[config.mk]
export PLATFORM = sky130hd
export DESIGN_NAME = muldiv_hilo_flat
export DESIGN_NICKNAME = d
export VERILOG_FILES = /design/src/rtl/muldiv_pkg.sv /design/src/rtl/muldiv_hilo_if.sv /design/src/rtl/muldiv_iter.sv /design/src/rtl/muldiv_hilo.sv /design/src/flat_wrapper.sv
export SDC_FILE = /design/constraint.sdc
export NUM_CORES = 1
export LEC_CHECK = 0
export CAP_MARGIN = 25
export CORE_UTILIZATION = 60
export CTS_BUF_LIST = sky130_fd_sc_hd__clkbuf_16
export DETAILED_ROUTE_END_ITERATION = 6
export PLACE_DENSITY = 0.84
export SYNTH_ARGS = -nofsm -noshare
export SYNTH_HDL_FRONTEND = slang
export SYNTH_SLANG_ARGS = --single-unit
[constraint.sdc]
create_clock -name clk -period 13.23 [get_ports clk]
set_input_delay 1.323 -clock clk [delete_from_list [all_inputs] [get_ports clk]]
set_output_delay 1.323 -clock clk [all_outputs]
set_load 0.01 [all_outputs]
[src/rtl/muldiv_pkg.sv]
// Shared op codes, FSM encoding and counter sizing for the HI/LO multiply/divide unit.
// Latency: n/a (constants only). Backpressure: n/a.
// Optional divide op (OP_DIV) is only decoded when MULDIV_DIV_EN is defined.
package muldiv_pkg;

    localparam logic [2:0] OP_MULT = 3'd0;
    localparam logic [2:0] OP_MADD = 3'd1;
    localparam logic [2:0] OP_MTHI = 3'd2;
    localparam logic [2:0] OP_MTLO = 3'd3;
    localparam logic [2:0] OP_DIV  = 3'd4;

    localparam logic [1:0] ST_IDLE = 2'd0;
    localparam logic [1:0] ST_RUN  = 2'd1;
    localparam logic [1:0] ST_DONE = 2'd2;

    // Iteration counter must be able to hold the value WIDTH.
    function automatic int cnt_width(input int width);
        return $clog2(width + 1);
    endfunction

endpackage

[src/rtl/muldiv_hilo_if.sv]
// Command/result bundle between an issuing pipeline (master) and muldiv_hilo (slave).
// Latency: n/a (wiring only). Backpressure: start is only honoured while busy/done are low.
// Carries op 4 regardless of MULDIV_DIV_EN; the unit decides whether it is legal.
interface muldiv_hilo_if #(
    parameter int WIDTH = 32
);
    logic             start;
    logic [2:0]       op;
    logic [WIDTH-1:0] a;
    logic [WIDTH-1:0] b;
    logic             busy;
    logic             done;
    logic [WIDTH-1:0] hi;
    logic [WIDTH-1:0] lo;

    modport master (
        output start, op, a, b,
        input  busy, done, hi, lo
    );

    modport slave (
        input  start, op, a, b,
        output busy, done, hi, lo
    );
endinterface

[src/rtl/muldiv_iter.sv]
// One combinational step of shift-add multiply or (MULDIV_DIV_EN) restoring divide.
// Latency: 0 cycles, the caller registers acc_out. Backpressure: none.
// Accumulator layout is {upper, lower}: product-high/multiplier or remainder/quotient.
module muldiv_iter #(
    parameter int WIDTH = 32
) (
`ifdef MULDIV_DIV_EN
    input  logic                 div_sel,
`endif
    input  logic [2*WIDTH-1:0]   acc_in,
    input  logic [WIDTH-1:0]     b,
    output logic [2*WIDTH-1:0]   acc_out
);

    logic [WIDTH:0]       mul_sum;
    logic [2*WIDTH-1:0]   mul_next;

    // The add carry becomes the new top bit as the whole accumulator shifts right.
    always_comb begin
        mul_sum  = {1'b0, acc_in[2*WIDTH-1:WIDTH]} + (acc_in[0] ? {1'b0, b} : '0);
        mul_next = {mul_sum, acc_in[WIDTH-1:1]};
    end

`ifdef MULDIV_DIV_EN
    logic [WIDTH:0]       rem_sh;
    logic                 rem_ge;
    logic [WIDTH-1:0]     rem_new;
    logic [2*WIDTH-1:0]   div_next;

    // rem_sh needs WIDTH+1 bits; after a successful subtract the result fits in WIDTH.
    always_comb begin
        rem_sh   = {acc_in[2*WIDTH-1:WIDTH], acc_in[WIDTH-1]};
        rem_ge   = (rem_sh >= {1'b0, b});
        rem_new  = rem_ge ? (rem_sh[WIDTH-1:0] - b) : rem_sh[WIDTH-1:0];
        div_next = {rem_new, acc_in[WIDTH-2:0], rem_ge};
        acc_out  = div_sel ? div_next : mul_next;
    end
`else
    always_comb begin
        acc_out = mul_next;
    end
`endif

endmodule

[src/rtl/muldiv_hilo.sv]
// MIPS-style HI/LO unit: MULT/MADD (and DIV with MULDIV_DIV_EN) iterate one bit per cycle.
// Latency: done WIDTH+1 cycles after start for iterative ops, 1 cycle for MTHI/MTLO.
// Backpressure: start is ignored unless IDLE; busy high while iterating.
module muldiv_hilo
    import muldiv_pkg::*;
#(
    parameter int WIDTH = 32
) (
    input  logic          clk,
    input  logic          rst,
    muldiv_hilo_if.slave  bus
);

    localparam int CNT_W = cnt_width(WIDTH);
    localparam logic [CNT_W-1:0] CNT_LAST = CNT_W'(WIDTH - 1);

    logic [1:0]           state_q, state_d;
    logic [CNT_W-1:0]     cnt_q, cnt_d;
    logic [2:0]           op_q, op_d;
    logic [2*WIDTH-1:0]   acc_q, acc_d;
    logic [WIDTH-1:0]     b_q, b_d;
    logic [WIDTH-1:0]     hi_q, hi_d;
    logic [WIDTH-1:0]     lo_q, lo_d;

    logic                 op_ok;
    logic                 op_iter;
    logic [2*WIDTH-1:0]   step;
    logic [2*WIDTH-1:0]   madd_sum;

    muldiv_iter #(
        .WIDTH   (WIDTH)
    ) u_iter (
`ifdef MULDIV_DIV_EN
        .div_sel (op_q == OP_DIV),
`endif
        .acc_in  (acc_q),
        .b       (b_q),
        .acc_out (step)
    );

    always_comb begin
        op_ok   = 1'b0;
        op_iter = 1'b0;
        case (bus.op)
            OP_MULT, OP_MADD: begin
                op_ok   = 1'b1;
                op_iter = 1'b1;
            end
            OP_MTHI, OP_MTLO: begin
                op_ok   = 1'b1;
            end
`ifdef MULDIV_DIV_EN
            OP_DIV: begin
                op_ok   = 1'b1;
                op_iter = 1'b1;
            end
`endif
            default: begin
                op_ok   = 1'b0;
                op_iter = 1'b0;
            end
        endcase
    end

    // HI/LO cannot move during RUN, so the MADD addend is the pre-start value.
    assign madd_sum = {hi_q, lo_q} + step;

    always_comb begin
        state_d = state_q;
        cnt_d   = cnt_q;
        op_d    = op_q;
        acc_d   = acc_q;
        b_d     = b_q;
        hi_d    = hi_q;
        lo_d    = lo_q;
        case (state_q)
            ST_IDLE: begin
                if (bus.start && op_ok) begin
                    op_d = bus.op;
                    if (op_iter) begin
                        state_d = ST_RUN;
                        cnt_d   = '0;
                        acc_d   = {{WIDTH{1'b0}}, bus.a};
                        b_d     = bus.b;
                    end else begin
                        state_d = ST_DONE;
                        if (bus.op == OP_MTHI) begin
                            hi_d = bus.a;
                        end else begin
                            lo_d = bus.a;
                        end
                    end
                end
            end
            ST_RUN: begin
                acc_d = step;
                cnt_d = cnt_q + 1'b1;
                // Last iteration: commit the step result directly on the edge done rises.
                if (cnt_q == CNT_LAST) begin
                    state_d = ST_DONE;
                    cnt_d   = '0;
                    if (op_q == OP_MADD) begin
                        {hi_d, lo_d} = madd_sum;
                    end else begin
                        {hi_d, lo_d} = step;
                    end
                end
            end
            ST_DONE: begin
                state_d = ST_IDLE;
            end
            default: begin
                state_d = ST_IDLE;
            end
        endcase
    end

    always_ff @(posedge clk) begin
        if (rst) begin
            state_q <= ST_IDLE;
            cnt_q   <= '0;
            op_q    <= OP_MULT;
            acc_q   <= '0;
            b_q     <= '0;
            hi_q    <= '0;
            lo_q    <= '0;
        end else begin
            state_q <= state_d;
            cnt_q   <= cnt_d;
            op_q    <= op_d;
            acc_q   <= acc_d;
            b_q     <= b_d;
            hi_q    <= hi_d;
            lo_q    <= lo_d;
        end
    end

    assign bus.busy = (state_q == ST_RUN);
    assign bus.done = (state_q == ST_DONE);
    assign bus.hi   = hi_q;
    assign bus.lo   = lo_q;

endmodule

[src/flat_wrapper.sv]
// flat-port wrapper written by rule: the top's interface ports become plain ports
module muldiv_hilo_flat import muldiv_pkg::*;
#(
    parameter int WIDTH = 32
)
  (clk, rst, bus_start, bus_op, bus_a, bus_b, bus_busy, bus_done, bus_hi, bus_lo);
  muldiv_hilo_if #(.WIDTH(WIDTH)) bus_i ();
  input  logic clk;
  input  logic rst;
  input wire logic [$bits(bus_i.start)-1:0] bus_start;
  input wire logic [$bits(bus_i.op)-1:0] bus_op;
  input wire logic [$bits(bus_i.a)-1:0] bus_a;
  input wire logic [$bits(bus_i.b)-1:0] bus_b;
  output wire logic [$bits(bus_i.busy)-1:0] bus_busy;
  output wire logic [$bits(bus_i.done)-1:0] bus_done;
  output wire logic [$bits(bus_i.hi)-1:0] bus_hi;
  output wire logic [$bits(bus_i.lo)-1:0] bus_lo;
  assign bus_i.start = bus_start;
  assign bus_i.op = bus_op;
  assign bus_i.a = bus_a;
  assign bus_i.b = bus_b;
  assign bus_busy = bus_i.busy;
  assign bus_done = bus_i.done;
  assign bus_hi = bus_i.hi;
  assign bus_lo = bus_i.lo;
  muldiv_hilo #(.WIDTH(WIDTH)) u_core (.clk(clk), .rst(rst), .bus(bus_i));
endmodule
### PDN straps and rails, run 1

Drawn at 3 px/um. Pins as bars on the die edge.
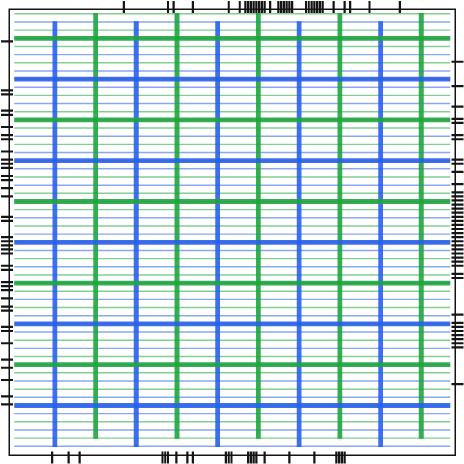
legend:
  green:
    net: VDD
  blue:
    net: VSS
met4 straps: 10
met5 straps: 10
rows: 53
signal pins: 136
met1 rails: 54

### Sizing map, run 1

Drawn at 2 px/um.
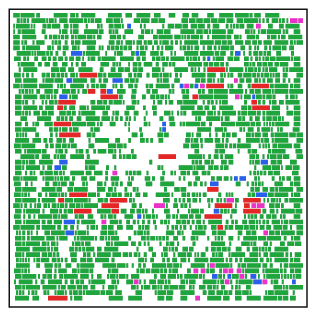
legend:
  red:
    size: drive 6 and up
    cells: 29
  magenta:
    size: drive 3 to 4
    cells: 25
  green:
    size: drive 1 or less
    cells: 1721
  blue:
    size: drive 2
    cells: 30

==> metrics.yaml, run 1 <==
status: "complete, no violations"
critPathKind: "reg2reg"
cts_buffers: 17
synthAdderAreaFrac_pct: 9.686
max_stage_delay_ps: 910
netlist_area_sq_um: 12810
largest_class: "combinational gates"
drive_gt1_share_pct: 4.654
yosysTopAreaCell: "dfxtp_1"
yosysChipArea_sq_um: 12810
maxPowerGroup: "registers"
edf_count: 0
top_usage_layer: "met2"
pre_cts_ws_ps: 7305
logic_gate_count: 1416
ant_nets: 0
hp-class: "reg2reg"
dp_hpwl_um: 32070
syn_to_final_growth_pct: 15.99
grt_util_met1_pct: 48.74
crit_slowest_cell: "dfxtp_1"
p_comb_share_pct: 31.7
fin_area_sq_um: 14860
setup_viol: 0
synth-main-ff-cell: "dfxtp_1"
route.detailed.drc: 0
period_used_pct: 45.83
vias_per_cell: 6.528
grt_usage_pct: 39.49
synth.distinct_cells: 77
total_power_uw: 1665
r2r_slack_ps: 7170
p_sw_uw: 625.5
slew_headroom_pct: 38.60
logic_area_sq_um: 8886
simple_gate_share_pct: 21.61
pwr-share-clk_pct: 30.8
aoi_share_pct: 31.55
clock_skew_ps: 13.71
cts_buffer_depth: 2
tightest_slew_ps: 911.4
n_clock_buffer: 17
cpLargestDelayFamily: "AND-OR/OR-AND gates"
powerComb_uw: 527
grt_pass1_wl_um: 67950
lay_top_cells: "260 x nand2_1, 212 x a21oi_1, 171 x dfxtp_1"
clk_share_pct: 3.906
die-area_sq_um: 21950
htreeDepth: 4
p_clk_uw: 513
ys_seq_elements: 171
rows: 53
tns_ps: 0
seq_share_pct: 23.03
n_fill_cell: 1741
inverters: 33
nNonClkBuffers: 153
final_max_slew_viol_count: 0
### Placed standard cells, run 1

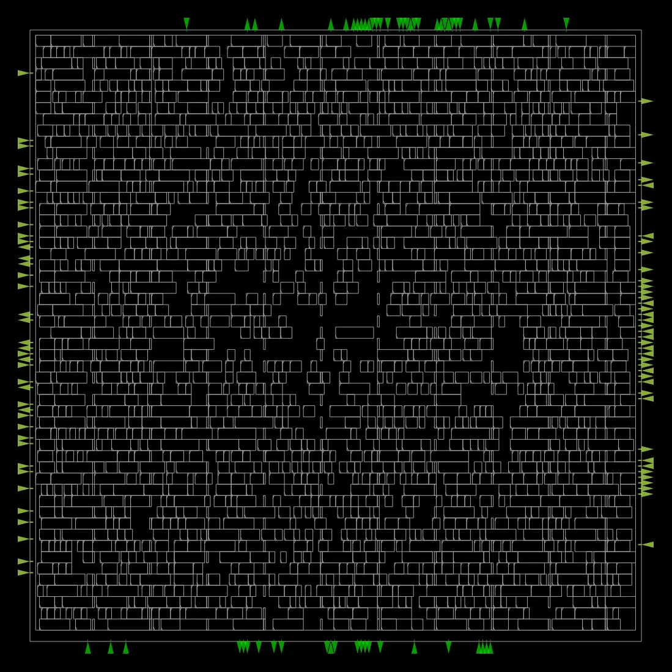
Flops: 171
n_taps: 275

-- run 1: flip-flops by register name, indices dropped and copies added (netlist names) --
| register | flops |
|---|---|
| u_core.b_q | 32 |
| u_core.bus.lo | 32 |
| u_core.state_q | 2 |
| u_core.bus.hi | 32 |
| u_core.op_q | 3 |
| u_core.cnt_q | 6 |
| u_core.acc_q | 64 |
-- run 1: final timing paths --
check / start / endpoint / cells past startpoint
worst min register to register: u_core.b_q[14] / u_core.b_q[14] / 2
worst max-delay path: u_core.acc_q[0] / u_core.bus.hi[31] / 23
worst min-delay path: u_core.b_q[14] / u_core.b_q[14] / 2
worst max register to register: u_core.acc_q[0] / u_core.bus.hi[31] / 23
-- run 1: tightest hold or removal path, delay by kind of cell, from the launching register on --
kind	cells	cell delay, ps
flops	1	310
simple gates	1	50
compound gates	1	50
==> run 1 -> run 2 <==
Settings changed: CORE_UTILIZATION 60 to 53, PLACE_DENSITY 0.84 to 0.78.
Clock period 13.23 ns to 5.15 ns, I/O delays scaled along.
==> run 2 against run 1 <==
- maximum frequency rose by 18%
- wire length rose by 4.1%
- critical path type unchanged
- critical endpoint unchanged
- die size is 13% higher
- sequential share of layout area decreased by 0.76 points
- synthesized area did not move
==> metrics.yaml, run 2 <==
status: "complete, no violations"
lay_top_cells: "259 x nand2_1, 207 x a21oi_1, 170 x dfxtp_1"
largest_register_ffs: 64
netlist_area_sq_um: 12810
drive_gt1_share_pct: 8.419
logic_area_sq_um: 9081
crit_arrival_ps: 5450
lay_top_count: "nand2_1"
edf_count: 0
vias_per_cell: 6.430
rsz0062_at_grt: "yes"
setup_viol: 0
gp_congestion: 1.022
dp_hpwl_um: 33320
seq_share_pct: 22.27
gr-total-overflow: 0
pwr-share-clk_pct: 29.2
yosysTopAreaCell: "dfxtp_1"
grt_pass1_wl_um: 70210
syn_to_final_growth_pct: 20.06
n_fill_cell: 2096
tns_ps: 0
powerDensity_nw_per_um2: 275.8
crit_slowest_cell: "fa_1"
pre_cts_ws_ps: -2.911
top_logic_kind: "AND-OR/OR-AND gates"
final_max_slew_viol_count: 0
power_frac_seq_pct: 37.8
seq_cells: 171
regMostFlops: "u_core.acc_q"
end_kind: "register"
rows: 56
hp-class: "reg2reg"
synth-seq-area-share_pct: 26.71
top_usage_layer: "met2"
die_h_um: 157.5
fin_area_sq_um: 15390
top_cell: "nand2_1"
avgSynthCellArea_sq_um: 7.433
p_comb_share_pct: 32.9
synth-main-ff-cell: "dfxtp_1"
post_cts.repair.setup_buffers: 0
synthArstFlopShare_pct: 0
inverters: 33
nets: 1997
synthAdderAreaFrac_pct: 9.686
clk_share_pct: 3.513
total_power_uw: 4244
met3_length_um: 4154
layout_min_cycle_time_ps: 5123
crit_chain: "buf_12 -> and2_1 -> ha_2 -> inv_1 -> fa_1 -> nor2b_1 -> nor3_1 -> o21ai_1 -> a41oi_2 -> buf_4 -> o21ai_0 -> nor3b_2 -> xnor2_1 -> ha_1 -> nand2_1 -> nor2_2 -> nand3_1 -> nor3_2 -> o21ai_1 -> o211ai_1 -> a31oi_2 -> and4_4 -> nor4_1 -> a221o_1"
cts_buffer_depth: 2
grt_usage_pct: 36.69
tightest_slew_ps: 1078
aoi_share_pct: 31.55
clock_skew_ps: 11.15
ys_seq_elements: 171
htreeDepth: 4
yosysChipArea_sq_um: 12810
n_clock_buffer: 17
ant_nets: 0
cts_buffers: 17
critPathKind: "reg2reg"
nNonClkBuffers: 190
cts-resized-gates: 2
slew_headroom_pct: 27.97
drtPass1Iterations: 6
simple_gate_share_pct: 21.61
p_sw_uw: 1606
period_used_pct: 99.48
wl_per_cell_um: 21.02
maxCapViolCount: 0
logic_gate_count: 1416
synth.distinct_cells: 77
route.detailed.drc: 0
grt_util_met1_pct: 46.14
yosysWarnings: 0
cts_tree: "built"
ys_sh_xor_pct: 5.399
peakVddDrop_v: 0.0001675
fmaxAchievable_ghz: 0.1952
max_stage_delay_ps: 400
die-area_sq_um: 24800
cpLargestDelayFamily: "AND-OR/OR-AND gates"
largest_class: "combinational gates"
## run 2: cell types whose count changed in the layout (fill, tap and decap cells not counted), sizes merged
cell	delta
buf	+36
bufinv	-1
clkbuf	+1
clkinv	+1
inv	-1
## run 2: power by group through the flow
stage               sequential (uW)  clock (uW)  combinational (uW)
floorplan                      1610           0                 824
global placement               1630           0                1320
detailed placement             1630           0                1350
CTS                            1600        1250                1360
global route                   1620        1300                1520
finish                         1600        1240                1400
## run 2: worst paths after layout
path | slack [ps] | endpoint | from | cells after the start
setup / recovery | 30 | u_core.bus.hi[31] | u_core.acc_q[0] | 24
setup reg to reg | 30 | u_core.bus.hi[31] | u_core.acc_q[0] | 24
hold / removal | 450 | u_core.b_q[15] | u_core.b_q[15] | 2
hold reg to reg | 450 | u_core.b_q[15] | u_core.b_q[15] | 2
### PDN straps and rails, run 2

Drawn at 3 px/um. Pins as bars on the die edge.
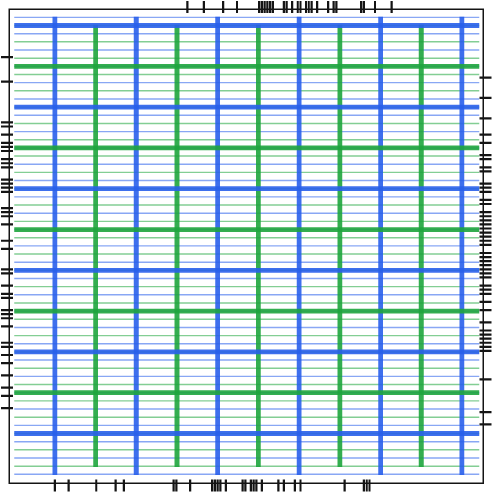
legend:
  green:
    net: VDD
  blue:
    net: VSS
met4 straps: 11
met1 rails: 57
rows: 56
met5 straps: 11

### Placed standard cells, run 2

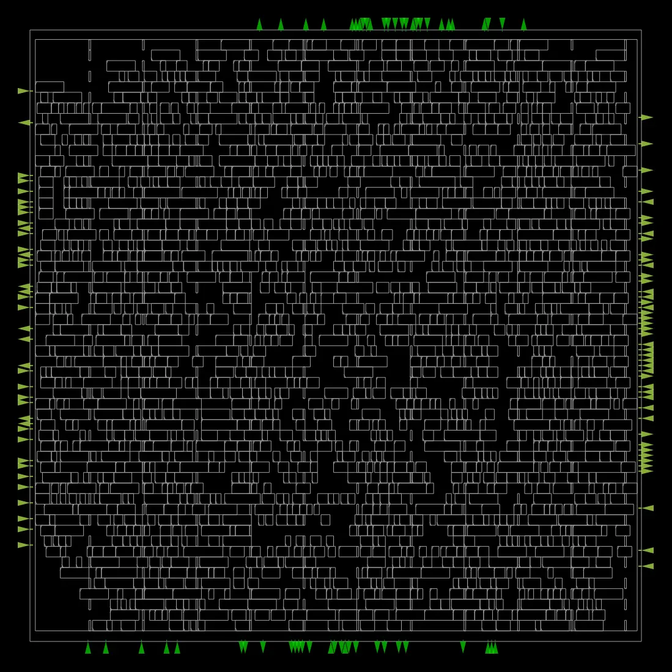
fin util: 65.16%
n_taps: 319

Power figures rest on the tool's default switching activity, not on a simulated workload.
